==> images/layer_met1.png <==
Supply wires on this layer in grey.
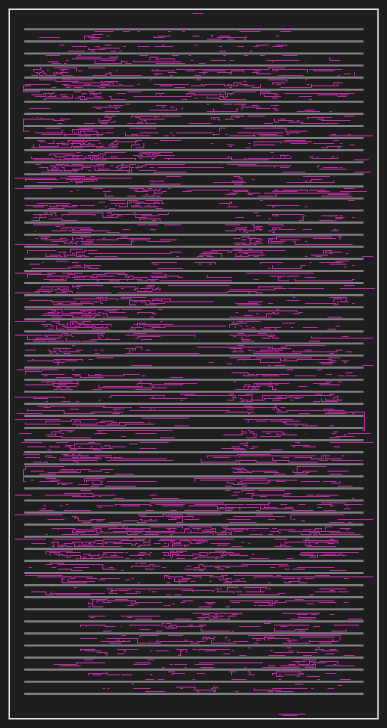
==> images/power_grid.png <==
Pins as bars on the die edge.
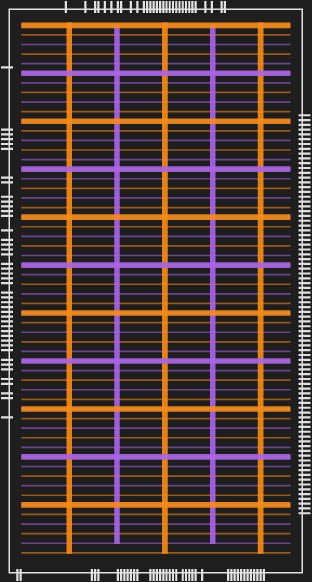
==> images/flops_by_reg.png <==
Other sequential cells in the stronger grey, the rest of the logic in the fainter grey.
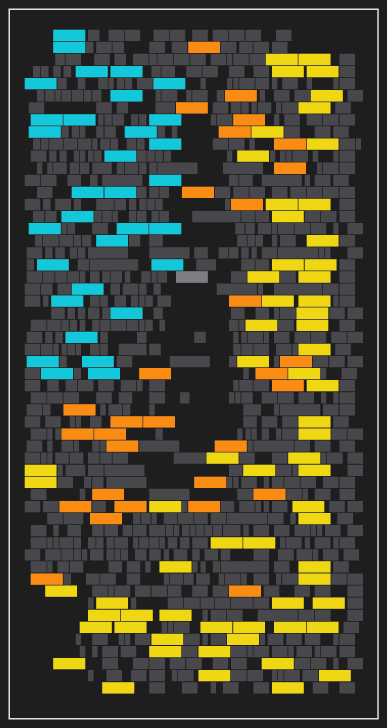
==> images/logic_types.png <==
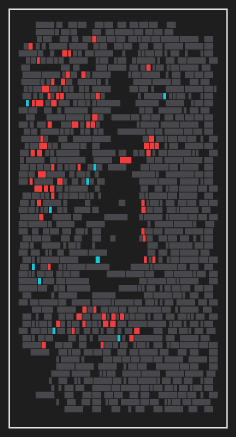
==> config.mk <==
export PLATFORM = sky130hd
export DESIGN_NAME = instruction_fetch_unit
export DESIGN_NICKNAME = d
export VERILOG_FILES = /design/src/rtl/ifetch_pkg.sv /design/src/rtl/ifid_reg.sv /design/src/rtl/instruction_fetch_unit.sv
export SDC_FILE = /design/constraint.sdc
export NUM_CORES = 1
export LEC_CHECK = 0
export ABC_CLOCK_PERIOD_IN_PS = 4670
export CAP_MARGIN = 0
export CORE_ASPECT_RATIO = 2
export CORE_MARGIN = 3
export CORE_UTILIZATION = 49
export CTS_CLUSTER_DIAMETER = 30
export DETAILED_ROUTE_END_ITERATION = 7
export PLACE_DENSITY = 0.86
export SYNTH_ARGS = -nofsm -noshare
export SYNTH_HDL_FRONTEND = slang
export SYNTH_HIERARCHICAL = 1
export SYNTH_SLANG_ARGS = --single-unit
==> constraint.sdc <==
create_clock -name Clk -period 4.67 [get_ports Clk]
set_input_delay 0.7005 -clock Clk [delete_from_list [all_inputs] [get_ports Clk]]
set_output_delay 0.7005 -clock Clk [all_outputs]
set_load 0.02 [all_outputs]
==> summary.txt <==
Implementation status.

- The fraction of post-synthesis cell area in the top cell type by area is 0.445.
- The most frequent cell after synthesis is sky130_fd_sc_hd__dfxtp_1.
- Per the OpenROAD floorplan log, the area of the core is 0.0114 sq mm.
- Leaving out fill and tap cells, the most frequent cells in the layout are 192 x sky130_fd_sc_hd__clkdlybuf4s50_1, 128 x sky130_fd_sc_hd__dfxtp_1, 115 x sky130_fd_sc_hd__nor2_1, 87 x sky130_fd_sc_hd__mux2i_1, 31 x sky130_fd_sc_hd__a21oi_1.
- TritonCTS built the clock tree.
- The post-place setup slack is 1160 ps.
- The total global routing overflow is 0.
- The post-synthesis cell type count is 49.
- The number of global-route vias before repair is 5618.
- The count of pins on the block boundary is 198.
- For the worst setup path, the data required time is 4930 ps.
- Summed over all routing layers, the global router reports a total usage of 0.273.
- The final max-slew violation count is 0.
- The arrival time reported for the critical path endpoint is 3420 ps.
- The tally of buffers added on design ports is 193.
- The number of levels the H-tree was split into is 4.
- Setup violations remaining at the end of the flow were counted as 0.
- Synthesis produced 624 cells.
- For this run, the post-layout net count is 881.
- The average instance area after synthesis is 9.24 sq um.
- The number of enable flip-flop cells is 0.
- The final antenna diode count is 0.
- The tightest min-delay check is of the reg2reg type.
- The cell sitting at the root of the clock tree is a sky130_fd_sc_hd__clkbuf_16.
- The number of warnings reported in the stage logs is 30.
- Per the detail_route report, DRC violations left total 0.
- Timing would allow up to 317 MHz.
- The remaining number of nets flagged by the antenna check after routing is 0.
- The number of max-cap violations is 0.
- The final period demand of the worst path is 3150 ps.
- The clock latency of the later-clocked register in the worst-skew pair is 410 ps.
- The number of sinks on the clock net is 128.
- Setup repair after global routing left no endpoint under its margin.
- Total power normalized to cell area comes to 346 mW/mm^2.
- The chip area is 0.0132 sq mm.
- Looking at the cell usage after synthesis, the top flip-flop cell is sky130_fd_sc_hd__dfxtp_1.
- Of the cells placed in the final design, the portion with a size suffix greater than 1 is 0.0632.
- The setup TNS after final layout is 0 ps.
- Per the CTS log, the buffer count on the longest clock path is 2.
- The number of antenna violations at the first check in global routing is 0.
- Summing all non-filler instances in the final layout gives an area of 0.00831 sq mm.
- The post-cts gate resize count is 0.
- The post-layout worst setup margin is 1520 ps.
- The worst setup path is captured at a flop.
- The flow ran to the end, and the final reports show no timing, DRC or antenna violations.
- The effective utilization at floorplan is 0.505.
- The synthesized design contains 128 register bits.
- The routability-driven placement congestion ratio is 0.838.
- For flop-to-flop paths, the worst setup slack is 1560 ps.
- The first-pass GRT wire length is 28100 microns.
- The critical setup path kind is in2reg.
- The worst hold margin is 496 ps.
- The final routed wire length divided by cell count is 18.6 microns.
- The placed cell area is 0.00768 sq mm.
- The design draws 2.88 mW.
- Sorting the Yosys area breakdown by cell type puts at the top sky130_fd_sc_hd__dfxtp_1.
- In this run, the number of DRC markers left after iteration 0 of detailed routing was 266.
- From synthesis to final layout, the design area changed by 44.2%.
- Once detailed placement completed, the half-perimeter wirelength came to 12900 microns.
- The register with the most flip-flops in the layout has 65 of them.
- The depth of the worst register-to-register path is 7.
- Sorting the synthesized cells by area gives the leading types as sky130_fd_sc_hd__dfxtp_1 44%, sky130_fd_sc_hd__mux2i_1 15%, sky130_fd_sc_hd__nor2_1 7.5%.
- The top fanout value on the critical path is 48.
- Entering global routing, the biggest net connects 66 pins.
- The chip area estimate from yosys synthesis is 0.00576 sq mm.
- The clock-pin slew on the worst setup and hold paths is 60 ps.
- The leakage power in the latest report is 2.97 nW.
- The number of setup buffers added after CTS is 0.
- The CTS buffer count is 17.
- The period utilization is 0.675.
- The number of warning messages in the yosys log is 6.
- The worst setup path is launched from an input port.
- The worst-case max-slew headroom was logged as 0.256.
- For this design, the CTS-stage hold fixing added 0 buffers.
- The synthesized netlist occupies a cell area of 0.00576 sq mm.
- Yosys reports that the most numerous cell types are 128 x sky130_fd_sc_hd__dfxtp_1, 115 x sky130_fd_sc_hd__nor2_1, 87 x sky130_fd_sc_hd__mux2i_1.
Back to the opening pictures, layer_met1.png:
main direction	horizontal
share of all routed wire	35%
longest straight run	30.8 microns
nets with wire on the layer	770
wire length on this layer	6210 microns
Post-Route WL: 18000 microns
total number of vias: 5463
GR met1 Demand/Resource: 0.270

Back to the opening pictures, power_grid.png:
colour	net
purple	VDD
orange	VSS
met5 straps	11
met4 straps	5
met1 rails	56
signal pins	198
x dimension of the die: 82.7 microns
height of the chip: 159 microns
VDD IR-drop max: 287 uV

Back to the opening pictures, flops_by_reg.png:
colour	name in the netlist	sequential cells
cyan	FetchCount	32
orange	Address	30
yellow	u_ifid_reg/q	65
not coloured	1
Seq/total area: 0.308
power of the sequential group: 1.16 mW
final core area utilization: 0.728
Sequential Area: 0.00256 sq mm

Back to the opening pictures, logic_types.png:
colour	family	cells	most used
cyan	inverters	10	inv_1
red	NAND gates	66	nand3_1
Finished Layout Cells: 965
combinational fraction of the cell area: 0.351
Commonest Layout Cell: sky130_fd_sc_hd__clkdlybuf4s50_1

## critical path, cell delays in order
cell                              delay, ps
sky130_fd_sc_hd__clkdlybuf4s50_1        940
sky130_fd_sc_hd__clkinv_1               250
sky130_fd_sc_hd__o22a_4                 350
sky130_fd_sc_hd__clkinv_2               350
sky130_fd_sc_hd__buf_12                 370
sky130_fd_sc_hd__mux2i_1                330
sky130_fd_sc_hd__nor2_1                 100
## cells by family (layout without fill, tap and decap cells)
logic type,Yosys count,count (layout),share of synthesized area
simple gates,248,248,0.212
flops,128,128,0.445
mux,88,88,0.153
compound gates,73,73,0.0760
buf+inv,46,242,0.0519
xor+xnor,36,36,0.0547
fa+ha+maj,3,3,0.00651
other cells,2,5,0.00130
## report_power, final
part / internal, mW / switching (mW)
combinational: 0.159 / 0.151
sequential: 1.12 / 0.0397
clock: 0.906 / 0.498
total: 2.19 / 0.688
## final cells by class
type                       instances  area, sq um
fill                             839         3110
multi-input combinational        453         2910
sequential                       128         2560
timing repair buffer             200         1990
clock buffer                      18          439
clock inverter                    14          189
tap                              142          178
inverter                          10         38.8
## through the flow
step,utilization,cells
after floorplan,-,627
after global placement,0.673,933
after detailed placement,0.673,933
after CTS,0.728,965
after global routing,0.728,965
final,0.728,965
## metal layers
layer | vias to the layer above | routed length, microns | GRT usage
met5 | - | 0 | 0
li1 | 2547 | - | -
met3 | 39 | 1460 | 0.0770
met4 | 0 | 532 | 0.112
met2 | 260 | 9750 | 0.508
met1 | 2617 | 6210 | 0.270
Power and IR drop assume default switching activity.
